File: src/rtl/load_store_unit_if.sv
// Core-side request/response bundle of the load/store unit.
// The core drives requests (master); the LSU answers (slave).
interface load_store_unit_if;
    logic        req_valid;
    logic        req_write;
    logic [1:0]  req_size;
    logic        req_signed;
    logic [31:0] req_addr;
    logic [31:0] req_wdata;
    logic        stall;
    logic        done;
    logic [31:0] rdata;
    logic        err;
    logic        err_sticky;

    modport master (
        output req_valid, req_write, req_size, req_signed, req_addr, req_wdata,
        input  stall, done, rdata, err, err_sticky
    );

    modport slave (
        input  req_valid, req_write, req_size, req_signed, req_addr, req_wdata,
        output stall, done, rdata, err, err_sticky
    );
endinterface

File: src/rtl/load_store_unit.sv
// Load/store unit: extended sub-word loads, read-modify-write sub-word stores,
// and misalignment/range rejection in front of a word-wide data memory.
module load_store_unit #(
    parameter int unsigned MEM_BYTES = 256
) (
    input  logic               clk,
    input  logic               rst_n,
    load_store_unit_if.slave   bus,
    output logic [31:0]        mem_A,
    output logic [31:0]        mem_WD,
    output logic               mem_MemWrite,
    input  logic [31:0]        mem_RD
);

    typedef enum logic [1:0] {
        IDLE  = 2'b01,
        WRITE = 2'b10
    } state_t;

    state_t      state_r;
    state_t      next_state_s;
    logic [31:0] merge_r;
    logic [31:0] merge_s;
    logic [31:0] addr_r;
    logic [31:0] addr_s;
    logic        err_sticky_r;

    logic [2:0]  nbytes_s;
    logic [32:0] end_addr_s;
    logic        misaligned_s;
    logic        range_bad_s;
    logic        bad_s;
    logic [31:0] aligned_s;

    logic        stall_s;
    logic        done_s;
    logic        err_s;
    logic [31:0] rdata_s;
    logic [31:0] mem_a_s;
    logic [31:0] mem_wd_s;
    logic        mem_we_s;

    function automatic logic [31:0] merge_lanes(
        input logic [31:0] word,
        input logic [1:0]  lane,
        input logic        half,
        input logic [15:0] wdata
    );
        logic [31:0] res;
        res = word;
        if (half) begin
            if (lane[1]) begin
                res[31:16] = wdata;
            end else begin
                res[15:0] = wdata;
            end
        end else begin
            case (lane)
                2'd0:    res[7:0]   = wdata[7:0];
                2'd1:    res[15:8]  = wdata[7:0];
                2'd2:    res[23:16] = wdata[7:0];
                default: res[31:24] = wdata[7:0];
            endcase
        end
        return res;
    endfunction

    function automatic logic [31:0] extract_load(
        input logic [31:0] word,
        input logic [1:0]  lane,
        input logic [1:0]  size,
        input logic        sgn
    );
        logic [7:0]  b;
        logic [15:0] h;
        logic [31:0] res;
        b = word[{lane, 3'b000} +: 8];
        h = lane[1] ? word[31:16] : word[15:0];
        case (size)
            2'b00:   res = sgn ? {{24{b[7]}}, b} : {24'h000000, b};
            2'b01:   res = sgn ? {{16{h[15]}}, h} : {16'h0000, h};
            2'b10:   res = word;
            default: res = 32'h0000_0000;
        endcase
        return res;
    endfunction

    // Request decode: size, alignment and 33-bit range check (catches wrap-around).
    always_comb begin
        case (bus.req_size)
            2'b00:   nbytes_s = 3'd1;
            2'b01:   nbytes_s = 3'd2;
            default: nbytes_s = 3'd4;
        endcase
        aligned_s    = {bus.req_addr[31:2], 2'b00};
        misaligned_s = ((bus.req_size == 2'b01) && bus.req_addr[0]) ||
                       ((bus.req_size == 2'b10) && (bus.req_addr[1:0] != 2'b00));
        end_addr_s   = {1'b0, bus.req_addr} + {30'h0, nbytes_s};
        range_bad_s  = end_addr_s > 33'(MEM_BYTES);
        bad_s        = misaligned_s || range_bad_s || (bus.req_size == 2'b11);
    end

    // Next-state and output logic of the IDLE/WRITE controller.
    always_comb begin
        next_state_s = state_r;
        merge_s      = merge_r;
        addr_s       = addr_r;
        stall_s      = 1'b0;
        done_s       = 1'b0;
        err_s        = 1'b0;
        rdata_s      = 32'h0000_0000;
        mem_a_s      = aligned_s;
        mem_wd_s     = 32'h0000_0000;
        mem_we_s     = 1'b0;
        case (state_r)
            IDLE: begin
                if (!bus.req_valid) begin
                    next_state_s = IDLE;
                end else if (bad_s) begin
                    err_s  = 1'b1;
                    done_s = 1'b1;
                end else if (!bus.req_write) begin
                    rdata_s = extract_load(mem_RD, bus.req_addr[1:0], bus.req_size, bus.req_signed);
                    done_s  = 1'b1;
                end else if (bus.req_size == 2'b10) begin
                    mem_a_s  = bus.req_addr;
                    mem_wd_s = bus.req_wdata;
                    mem_we_s = 1'b1;
                    done_s   = 1'b1;
                end else begin
                    // Sub-word store: capture the merged word now, write it next cycle.
                    stall_s      = 1'b1;
                    merge_s      = merge_lanes(mem_RD, bus.req_addr[1:0], bus.req_size[0],
                                               bus.req_wdata[15:0]);
                    addr_s       = aligned_s;
                    next_state_s = WRITE;
                end
            end
            WRITE: begin
                mem_a_s      = addr_r;
                mem_wd_s     = merge_r;
                mem_we_s     = 1'b1;
                done_s       = 1'b1;
                next_state_s = IDLE;
            end
            default: begin
                next_state_s = IDLE;
            end
        endcase
    end

    // Controller state, merge buffer and sticky error flag.
    always_ff @(posedge clk or negedge rst_n) begin
        if (!rst_n) begin
            state_r      <= IDLE;
            merge_r      <= 32'h0000_0000;
            addr_r       <= 32'h0000_0000;
            err_sticky_r <= 1'b0;
        end else begin
            state_r      <= next_state_s;
            merge_r      <= merge_s;
            addr_r       <= addr_s;
            err_sticky_r <= err_sticky_r | err_s;
        end
    end

    // Reset forces every strobe low at once, so an in-flight write never lands.
    assign bus.stall      = rst_n & stall_s;
    assign bus.done       = rst_n & done_s;
    assign bus.err        = rst_n & err_s;
    assign bus.rdata      = rst_n ? rdata_s : 32'h0000_0000;
    assign bus.err_sticky = err_sticky_r;
    assign mem_A          = mem_a_s;
    assign mem_WD         = mem_wd_s;
    assign mem_MemWrite   = rst_n & mem_we_s;

endmodule

File: src/flat_wrapper.sv
// flat-port wrapper written by rule: the top's interface ports become plain ports
module load_store_unit_flat 
#(
    parameter int unsigned MEM_BYTES = 256
)
  (clk, rst_n, mem_A, mem_WD, mem_MemWrite, mem_RD, bus_req_valid, bus_req_write, bus_req_size, bus_req_signed, bus_req_addr, bus_req_wdata, bus_stall, bus_done, bus_rdata, bus_err, bus_err_sticky);
  load_store_unit_if bus_i ();
  input  logic clk;
  input  logic rst_n;
  output logic [31:0] mem_A;
  output logic [31:0] mem_WD;
  output logic mem_MemWrite;
  input  logic [31:0] mem_RD;
  input wire logic [$bits(bus_i.req_valid)-1:0] bus_req_valid;
  input wire logic [$bits(bus_i.req_write)-1:0] bus_req_write;
  input wire logic [$bits(bus_i.req_size)-1:0] bus_req_size;
  input wire logic [$bits(bus_i.req_signed)-1:0] bus_req_signed;
  input wire logic [$bits(bus_i.req_addr)-1:0] bus_req_addr;
  input wire logic [$bits(bus_i.req_wdata)-1:0] bus_req_wdata;
  output wire logic [$bits(bus_i.stall)-1:0] bus_stall;
  output wire logic [$bits(bus_i.done)-1:0] bus_done;
  output wire logic [$bits(bus_i.rdata)-1:0] bus_rdata;
  output wire logic [$bits(bus_i.err)-1:0] bus_err;
  output wire logic [$bits(bus_i.err_sticky)-1:0] bus_err_sticky;
  assign bus_i.req_valid = bus_req_valid;
  assign bus_i.req_write = bus_req_write;
  assign bus_i.req_size = bus_req_size;
  assign bus_i.req_signed = bus_req_signed;
  assign bus_i.req_addr = bus_req_addr;
  assign bus_i.req_wdata = bus_req_wdata;
  assign bus_stall = bus_i.stall;
  assign bus_done = bus_i.done;
  assign bus_rdata = bus_i.rdata;
  assign bus_err = bus_i.err;
  assign bus_err_sticky = bus_i.err_sticky;
  load_store_unit #(.MEM_BYTES(MEM_BYTES)) u_core (.clk(clk), .rst_n(rst_n), .bus(bus_i), .mem_A(mem_A), .mem_WD(mem_WD), .mem_MemWrite(mem_MemWrite), .mem_RD(mem_RD));
endmodule
File: config.mk
export PLATFORM = sky130hd
export DESIGN_NAME = load_store_unit_flat
export DESIGN_NICKNAME = d
export VERILOG_FILES = /design/src/rtl/load_store_unit_if.sv /design/src/rtl/load_store_unit.sv /design/src/flat_wrapper.sv
export SDC_FILE = /design/constraint.sdc
export NUM_CORES = 1
export LEC_CHECK = 0
export ABC_AREA = 1
export CAP_MARGIN = 20
export CORE_MARGIN = 4
export CORE_UTILIZATION = 43
export CTS_CLUSTER_DIAMETER = 120
export CTS_CLUSTER_SIZE = 24
export DETAILED_ROUTE_END_ITERATION = 8
export GPL_TIMING_DRIVEN = 0
export PLACE_DENSITY_LB_ADDON = 0.08
export REMOVE_ABC_BUFFERS = 1
export SKIP_LAST_GASP = 1
export SLEW_MARGIN = 20
export SYNTH_ARGS = -nofsm -noshare
export SYNTH_HDL_FRONTEND = slang
export SYNTH_SLANG_ARGS = --single-unit
File: constraint.sdc
create_clock -name clk -period 3.1 [get_ports clk]
set_input_delay 0.62 -clock clk [delete_from_list [all_inputs] [get_ports clk]]
set_output_delay 0.62 -clock clk [all_outputs]
set_load 0.05 [all_outputs]
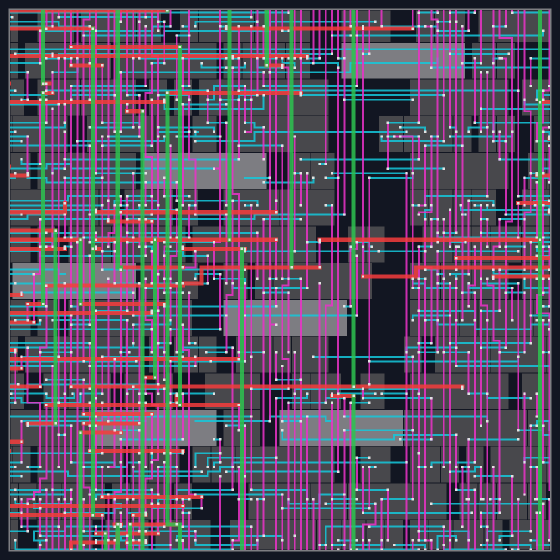
**Above:** run 1 (close-up of the layout).
Window x 44 to 84, y 44 to 84 um. Cells in gray, sequential cells in the stronger gray; small squares are vias.
[magenta] met2
[cyan] met1
[green] met4
[red] met3
sequential cells in the window: 6
netlist names of flops here include: `u_core.merge_r` (4), `u_core.addr_r` (2)
most frequent: nand2_1 (37), nor2_1 (13), inv_1 (10)
cells with their middle in the window: 162

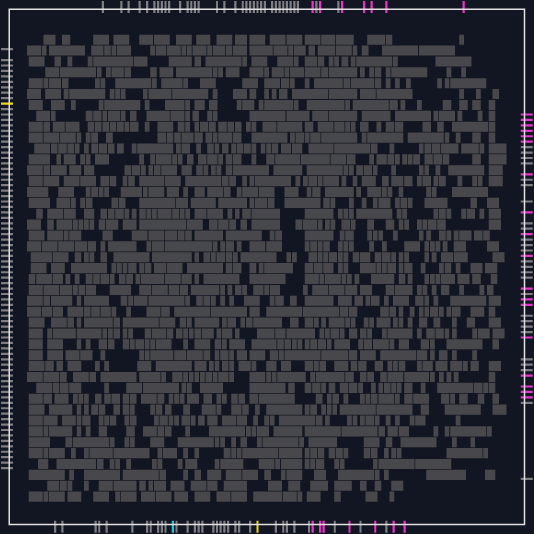
**Above:** run 1 (I/O pins on the die edge).
Scale: 4 px per um. Pins as bars across the die edge, other pins in gray.
[magenta] `mem_A` | pins: 32 | direction: output | edge: 18 right, 7 top, 7 bottom
[yellow] `bus_req_size` | pins: 2 | direction: input | edge: 1 left, 1 bottom
[cyan] `bus_req_signed` | pins: 1 | direction: input | edge: bottom

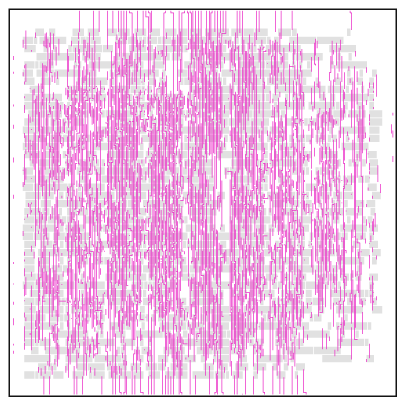
**Above:** run 1 (signal wires on met2).
Scale: 3 px per um.
wire length on this layer: 13600 um
longest straight run: 54.4 um
nets with wire on the layer: 1158
main direction: vertical
share of all routed wire: 46%

## run 1: power by group through the flow
stage	registers [mW]	clock network, mW	logic [mW]
after floorplan	0.867	0	0.450
after global placement	0.867	0	0.822
after detailed placement	0.867	0	0.833
after CTS	0.851	0.990	0.904
after global routing	0.851	1.03	1.04
final	0.852	1.00	0.980
## run 1: worst max path at each step
stage	startpoint	to	slack, ps	cells after the start
floorplan	bus_req_addr[1]	bus_stall	-1830	18
global placement	bus_req_addr[1]	bus_stall	-5770	18
detailed placement	bus_req_addr[1]	mem_WD[1]	-2790	20
CTS	bus_req_size[0]	mem_WD[28]	-620	19
global route	bus_req_size[1]	bus_rdata[6]	-830	23
finish	bus_req_addr[0]	bus_rdata[5]	-680	14
## run 1: cell type report
cell class / instances / share of cell area, %
sequential: 65 / 15.7
tap: 180 / 2.17
inverter: 102 / 4.06
clock inverter: 5 / 0.301
timing repair inverter: 3 / 0.253
clock buffer: 11 / 2.34
timing repair buffer: 265 / 28.2
multi-input combinational: 831 / 47.0
## run 1: Yosys cell counts (2+ instances only)
cell,number,area (sq um)
o21ai_0,97,485
nor3_1,11,55.1
xor2_1,6,52.6
buf_1,5,18.8
buf_6,6,67.6
nand3b_1,2,15.0
clkbuf_1,36,135
buf_2,8,40.0
ha_1,5,62.6
buf_4,6,45.0
nand2_1,308,1160
nand4_2,2,25.0
nor2_4,3,33.8
inv_1,94,353
nor2_2,2,12.5
and2_1,2,12.5
nand2_4,2,22.5
nand2_2,7,43.8
o22ai_1,52,325
clkinv_1,2,7.51
a221oi_1,12,105
nand3_4,2,35.0
nand4_1,13,81.3
nor3_2,3,30.0
dfrtp_1,64,1600
nand3_2,3,30.0
nand3_1,76,380
inv_2,6,22.5
a21oi_1,46,230
nor2_1,148,556
o211ai_1,4,30.0
a211oi_1,5,37.5
==> impl_metrics.yaml, run 1 <==
# flow metrics
outcome:
  status: "finished with violations"
  failed_checks: "negative setup slack"
run:
  tool_warnings: 28
  drv_cap: 0
synthesis:
  edf_count: 0
  ys_ff: 65
  yosys.area_share.simple_pct: 40.5
  yosys.area_share.aoi_pct: 20.1
  postSynth.topFlopCell: "dfrtp_1"
  synth_cell_types: 44
cells_and_area:
  regArea_sq_mm: 0.00163
  final_area_sq_mm: 0.0104
  area_delta_synth_final_pct: 66.4
  fill_cells: 1118
  final-instance-count-excl-fill: 1462
  drive_above_1_share_pct: 28.6
  num_antenna_cells: 0
  top_register: "u_core.merge_r"
  lay_top_cells: "279 x nand2_1, 100 x nor2_1, 88 x inv_1"
  largest_reg_flops: 32
clocking:
  clk_pin_slew_ps: 60
  root_buffer: "clkbuf_16"
  clock_sinks: 65
  cts_resized: 717
  tritoncts: "yes"
pwr:
  leakagePower_nw: 4.84
  power_frac_comb_pct: 34.6
  clock_power_share_pct: 35.3
  power_mw: 2.83
  p_sw_share_pct: 38.5
  ir_drop_mv: 0.235
  p_sw_mw: 1.09
final_timing:
  setup_viol: 116
  fmax_mhz: 264
  layout_setup_ws_ps: -684
  fin_tns_setup_ps: -54510
  fin_crit_sh_pct: 122
  finalHoldViolations: 0
  final.setup_skew_ps: 4.53
setup_path:
  cp_max_fo: 19
  critical_path_class: "input pin to output port"
  cpMostUsedCell: "nand2_1"
  regToRegStartpoint: "u_core.state_r[0]$_DFFE_PN1P_"
  crit_chain: "buf_2 -> inv_2 -> nand2_1 -> nand2_1 -> o21ai_0 -> nor3_2 -> nand2_1 -> nor2_4 -> buf_12 -> buf_12 -> nand3_4 -> buf_4 -> nor2_4 -> buf_8"
  critPathArrivalTime_ps: 3160
  crit_path_top_delay_cell: "nand2_1"
global_routing:
  gr-usage-met1_pct: 39.4
  grt_pass1_wl_um: 42200
  grt_use_met2_pct: 53.7
  busiest_layer: "met2"
  grt_max_degree: 74
  grt_overflow: 0
place:
  dpl.hpwl_um: 16500
  dpl_cell_area_sq_mm: 0.00828
  gp_congestion: 0.909
floorplan:
  pin_count: 204
  fp_util_pct: 44.4
drt:
  drt_first_pass_iters: 6
  dr_total_vias: 8737
  drc: 0
min_path:
  hold_class: "input pin to asynchronous set/reset pin"
==> run 1 -> run 2 <==
Settings changed: CAP_MARGIN 20 to not set.
==> impl_metrics.yaml, run 2 <==
# flow metrics
floorplan:
  coreArea_sq_mm: 0.0140
  die-height_um: 128
  fp_util_pct: 44.4
  die_w_um: 128
  nWellTaps: 180
  pin_count: 204
cells_and_area:
  seq_share_pct: 16.7
  largest_reg_flops: 32
  drive_above_1_share_pct: 25.5
  nonClockBufferCount: 242
  final_nets: 1356
  top_register: "u_core.merge_r"
  largest_registers: "u_core.merge_r (32), u_core.addr_r (30), u_core.state_r (2)"
  clock_area_share_pct: 2.82
  inv_count: 104
  num_antenna_cells: 0
  lay_top_cells: "287 x nand2_1, 112 x nor2_1, 88 x inv_1"
  lay_top_count: "nand2_1"
  area_delta_synth_final_pct: 56.6
  regArea_sq_mm: 0.00163
  final-nonclk-buf-share_pct: 26.4
  comb_share_pct: 47.1
  clockBufferCount: 11
  flops: 65
  nMultiInputCombCells: 826
  largest_cell_class: "combinational gates"
synthesis:
  synth_cell_types: 44
  synth_top_area_share_pct: 25.7
  top_cells_by_count: "308 x nand2_1, 148 x nor2_1, 97 x o21ai_0"
  yosysWarnings: 0
  postSynth.topFlopCell: "dfrtp_1"
  ys_ff: 65
  top_cells_by_area: "dfrtp_1 26%, nand2_1 19%, nor2_1 8.9%"
  most_common_cell: "nand2_1"
  syn_area_per_cell_sq_um: 5.94
  top_area_cell: "dfrtp_1"
  ys_cells: 1050
  edf_count: 0
clocking:
  ctsHtreeMaxLevel: 3
  root_buffer: "clkbuf_16"
  clk_pin_slew_ps: 60
  clock_sinks: 65
  clk_path_buf_depth: 2
  clk_latency_ps: 340
  tritoncts: "yes"
global_routing:
  grt_pass1_vias: 7818
  gr-usage-met1_pct: 39.0
  grt_pass1_wl_um: 40900
  grt_overflow: 0
  grt_max_degree: 74
  busiest_layer: "met2"
final_timing:
  setup_viol: 130
  fin_tns_setup_ps: -56320
  slew_headroom_pct: 38.7
  fin_crit_sh_pct: 120
  fin_crit_ps: 3710
  layout_setup_ws_ps: -606
  finalHoldViolations: 0
  final.setup_skew_ps: 5.72
  rsz0062_at_grt: "yes"
  fmax_mhz: 270
  worstMarginPinSlew_ps: 919
setup_path:
  regToRegStartpoint: "u_core.state_r[0]$_DFFE_PN1P_"
  cp_max_fo: 19
  crit_end: "bus_rdata[7]"
  critPathArrivalTime_ps: 3090
  worstRegToRegCells: 9
  startpoint: "bus_req_addr[0]"
  critical_path_class: "input pin to output port"
  r2r_end: "u_core.merge_r[23]$_DFFE_PN0P_"
outcome:
  failed_checks: "negative setup slack"
  status: "finished with violations"
place:
  gp_congestion: 0.909
  dpl.hpwl_um: 16500
  dpl.cell_count: 1375
  place_ws_ps: -2820
  port_buffers: 201
drt:
  dr_total_vias: 8276
  drc: 0
  viasPerCell: 5.78
  wl_per_cell_um: 18.5
  drt_first_pass_iters: 5
  antenna_left: 0
min_path:
  hold_class: "input pin to asynchronous set/reset pin"
pwr:
  power.density_mw_per_mm2: 285
  power_mw: 2.78
  ir_drop_mv: 0.208
  leakagePower_nw: 4.56
run:
  drv_cap: 0
  tool_warnings: 28
run 2: cell counts after synthesis:
Identical to the previous run, type by type.
run 2: per-layer routing:
layer / part of all wire [%] / up-vias
li1: - / 3877
met1: 38 / 3886
met2: 48 / 437
met3: 11 / 76
met4: 3.6 / 0
met5: 0 / -
run 2: critical path, stage by stage:
cell	delay, ps
buf_2	150
inv_2	310
nand2_1	460
nand2_1	160
o21ai_0	110
nor3_2	170
nand2_1	100
nor2_4	160
buf_6	150
nand3_4	240
a21oi_4	250
buf_6	180
run 2: what timing repair did:
action	in CTS	in global routing
resized	746	124
setup buffers	29	3
gates cloned	9	1
pin swaps	36	17
endpoints found under the setup margin	163	158
hold endpoints to repair	0	0
run 2: metrics by stage:
| step | util (%) | area [sq um] | hold slack (ps) |
|---|---|---|---|
| after floorplan | - | 5920 | 324 |
| after global placement | 58.1 | 8150 | 455 |
| after detailed placement | 59.0 | 8280 | 456 |
| after CTS | 66.7 | 9370 | 201 |
| after global routing | 69.6 | 9770 | 213 |
| final | 69.6 | 9770 | 188 |
run 2: kinds of logic (layout without fill, tap and decap cells):
logic type	count (synthesis)	count (layout)	synth area share, %
adders and majority gates	5	5	1.00
AOI/OAI and AO/OA	222	222	20.1
DFF	65	65	26.1
and+or+nand+nor	586	591	40.5
xor gates and xnor gates	6	6	0.842
buffers and inverters	165	362	11.4
other	1	2	0.0601
run 2: power breakdown:
part	switching (mW)	total (mW)	leakage, nW	internal [mW]
clock	0.420	0.981	0.128	0.561
combinational	0.614	0.949	3.65	0.335
sequential	0.000636	0.851	0.780	0.851
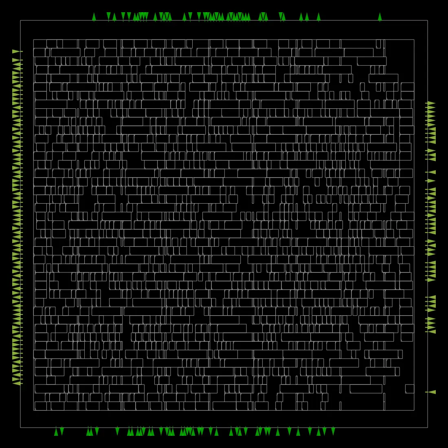
**Above:** run 2 (cell placement).
non-filler cells in the finished layout: 1433
fin util: 69.6%
Filler Cell Count: 1262

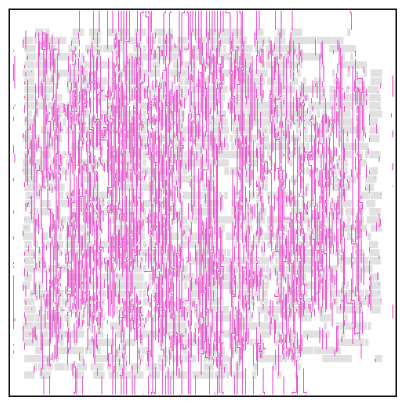
**Above:** run 2 (signal wires on met2).
Scale: 3 px per um.
main direction: vertical
longest straight run: 65.3 um
nets with wire on the layer: 1120
met2 Track Usage GR: 51.9%
Routed WL: 26500 um

==> run 2 -> run 3 <==
Settings changed: MAX_ROUTING_LAYER set to met4.
==> impl_metrics.yaml, run 3 <==
# flow metrics
run:
  drv_cap: 0
synthesis:
  most_common_cell: "nand2_1"
  synth_top_area_share_pct: 25.7
  xor_area_share_pct: 0.842
  synthTopLogicFamily: "simple AND/OR/NAND/NOR gates"
  top_cells_by_count: "308 x nand2_1, 148 x nor2_1, 97 x o21ai_0"
  synth_cell_types: 44
clocking:
  clock_sinks: 65
  root_buffer: "clkbuf_16"
  post_cts_buffers: 37
  cts_resized: 846
cells_and_area:
  top_register: "u_core.merge_r"
  final_nets: 1379
  clock_area_share_pct: 3.17
  fin_util_pct: 74.2
  clockBufferCount: 10
  final-nonclk-buf-share_pct: 27.8
  largest_reg_flops: 32
  nMultiInputCombCells: 833
  inv_count: 104
  flops: 65
  nonClockBufferCount: 258
  largest_registers: "u_core.merge_r (32), u_core.addr_r (30), u_core.state_r (2)"
  comb_share_pct: 47.0
global_routing:
  grt_max_degree: 74
  grt_overflow: 0
  grt_use_met2_pct: 53.2
pwr:
  power.density_mw_per_mm2: 289
  powerSeq_mw: 0.851
  p_sw_share_pct: 36.0
  power_frac_comb_pct: 33.1
  power-top-group: "clock"
  p_comb_mw: 0.998
  clock_power_share_pct: 38.7
  power_mw: 3.02
final_timing:
  layout_setup_ws_ps: -715
  finalHoldViolations: 0
  hold_slack_ps: 171
  worstMarginPinSlew_ps: 999
  fmax_mhz: 262
  rsz0062_at_grt: "yes"
  final.setup_skew_ps: 7.70
  setup_viol: 130
  fin_crit_ps: 3820
place:
  gp_congestion: 0.913
  dpl_cell_area_sq_mm: 0.00827
  dpl.hpwl_um: 16500
outcome:
  failed_checks: "negative setup slack"
  status: "finished with violations"
setup_path:
  crit_path_top_delay_cell: "a21oi_4"
  cp_num_buf_inv: 6
  cp_max_fo: 8
  cpMostUsedCell: "nand2_4"
  critical_path_class: "input pin to output port"
  slowest_delay_ps: 240
drt:
  antenna_left: 0
  drc: 0
  wl_um: 28600
floorplan:
  coreArea_sq_mm: 0.0140
  die-height_um: 128
  pin_count: 204
  die_w_um: 128
-- run 3: netlist changes by cell type in the layout (fill, tap and decap cells not counted), sizes merged --
cell           previous run  this run
clkdlybuf4s15            28        25
clkdlybuf4s18             0         1
nor2                    154       156
buf                     112       132
clkbuf                   22        11
nand3                    84        87
nand2                   319       321
clkinv                    3         5
inv                     101       103
clkinvlp                  5         0
dlygate4sd2              16        24
bufinv                    0         2
-- run 3: layer usage --
metal  up-vias  wire, um
met5         -         0
met4         0      1660
met3       159      3360
met2       599     13200
met1      3910     10400
li1       3929         -
-- run 3: final timing paths --
| path | start | endpoint | slack [ps] | cells after the start |
|---|---|---|---|---|
| worst max-delay path | bus_req_size[1] | bus_rdata[7] | -720 | 21 |
| worst min-delay path | rst_n | u_core.addr_r[11]$_DFFE_PN0P_ | 170 | 1 |
| worst max register to register | u_core.state_r[0]$_DFFE_PN1P_ | u_core.merge_r[24]$_DFFE_PN0P_ | 690 | 9 |
| worst min register to register | u_core.bus.err_sticky$_DFF_PN0_ | u_core.bus.err_sticky$_DFF_PN0_ | 470 | 2 |
| max in group asynchronous | rst_n | u_core.merge_r[3]$_DFFE_PN0P_ | 2370 | 2 |
| min in group clk | u_core.bus.err_sticky$_DFF_PN0_ | u_core.bus.err_sticky$_DFF_PN0_ | 470 | 2 |
-- run 3: through the flow --
step	TNS (ps)	cells
after global routing	-89650	1456
after detailed placement	-282620	1374
after CTS	-45690	1443
after global placement	-712310	1369
after floorplan	-138010	988
final	-68910	1456
-- run 3: cell families after synthesis --
kind of cell,count (synthesis)
and+or+nand+nor,586
AOI/OAI and AO/OA,222
buffers and inverters,165
DFF,65
xor gates and xnor gates,6
adders and majority gates,5
other,1
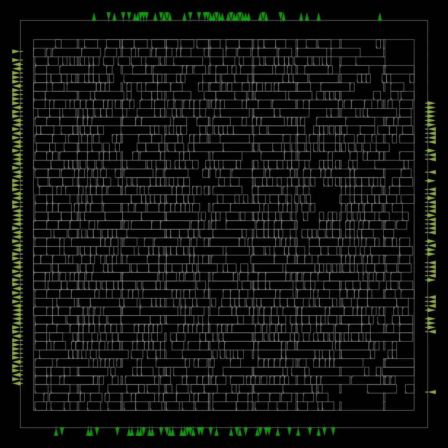
**Above:** run 3 (cell placement).
non-filler cells in the finished layout: 1456
Tapcell Cnt: 180
Filler Cell Count: 1114
# rows: 43

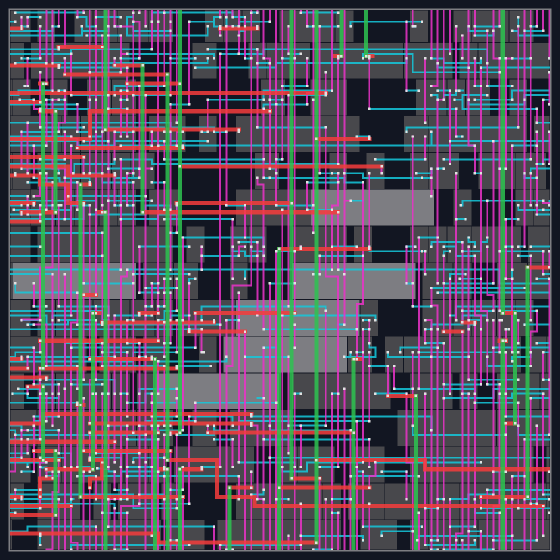
**Above:** run 3 (close-up of the layout).
Window x 44 to 84, y 44 to 84 um. Cells in gray, sequential cells in the stronger gray; small squares are vias.
[green] met4
[red] met3
[cyan] met1
[magenta] met2
sequential cells in the window: 6
cells with their middle in the window: 161
netlist names of flops here include: `u_core.merge_r` (4), `u_core.addr_r` (2)
most frequent: nand2_1 (37), nor2_1 (15), inv_1 (13)

No activity file was given, so power comes from the tool's default toggle rates.
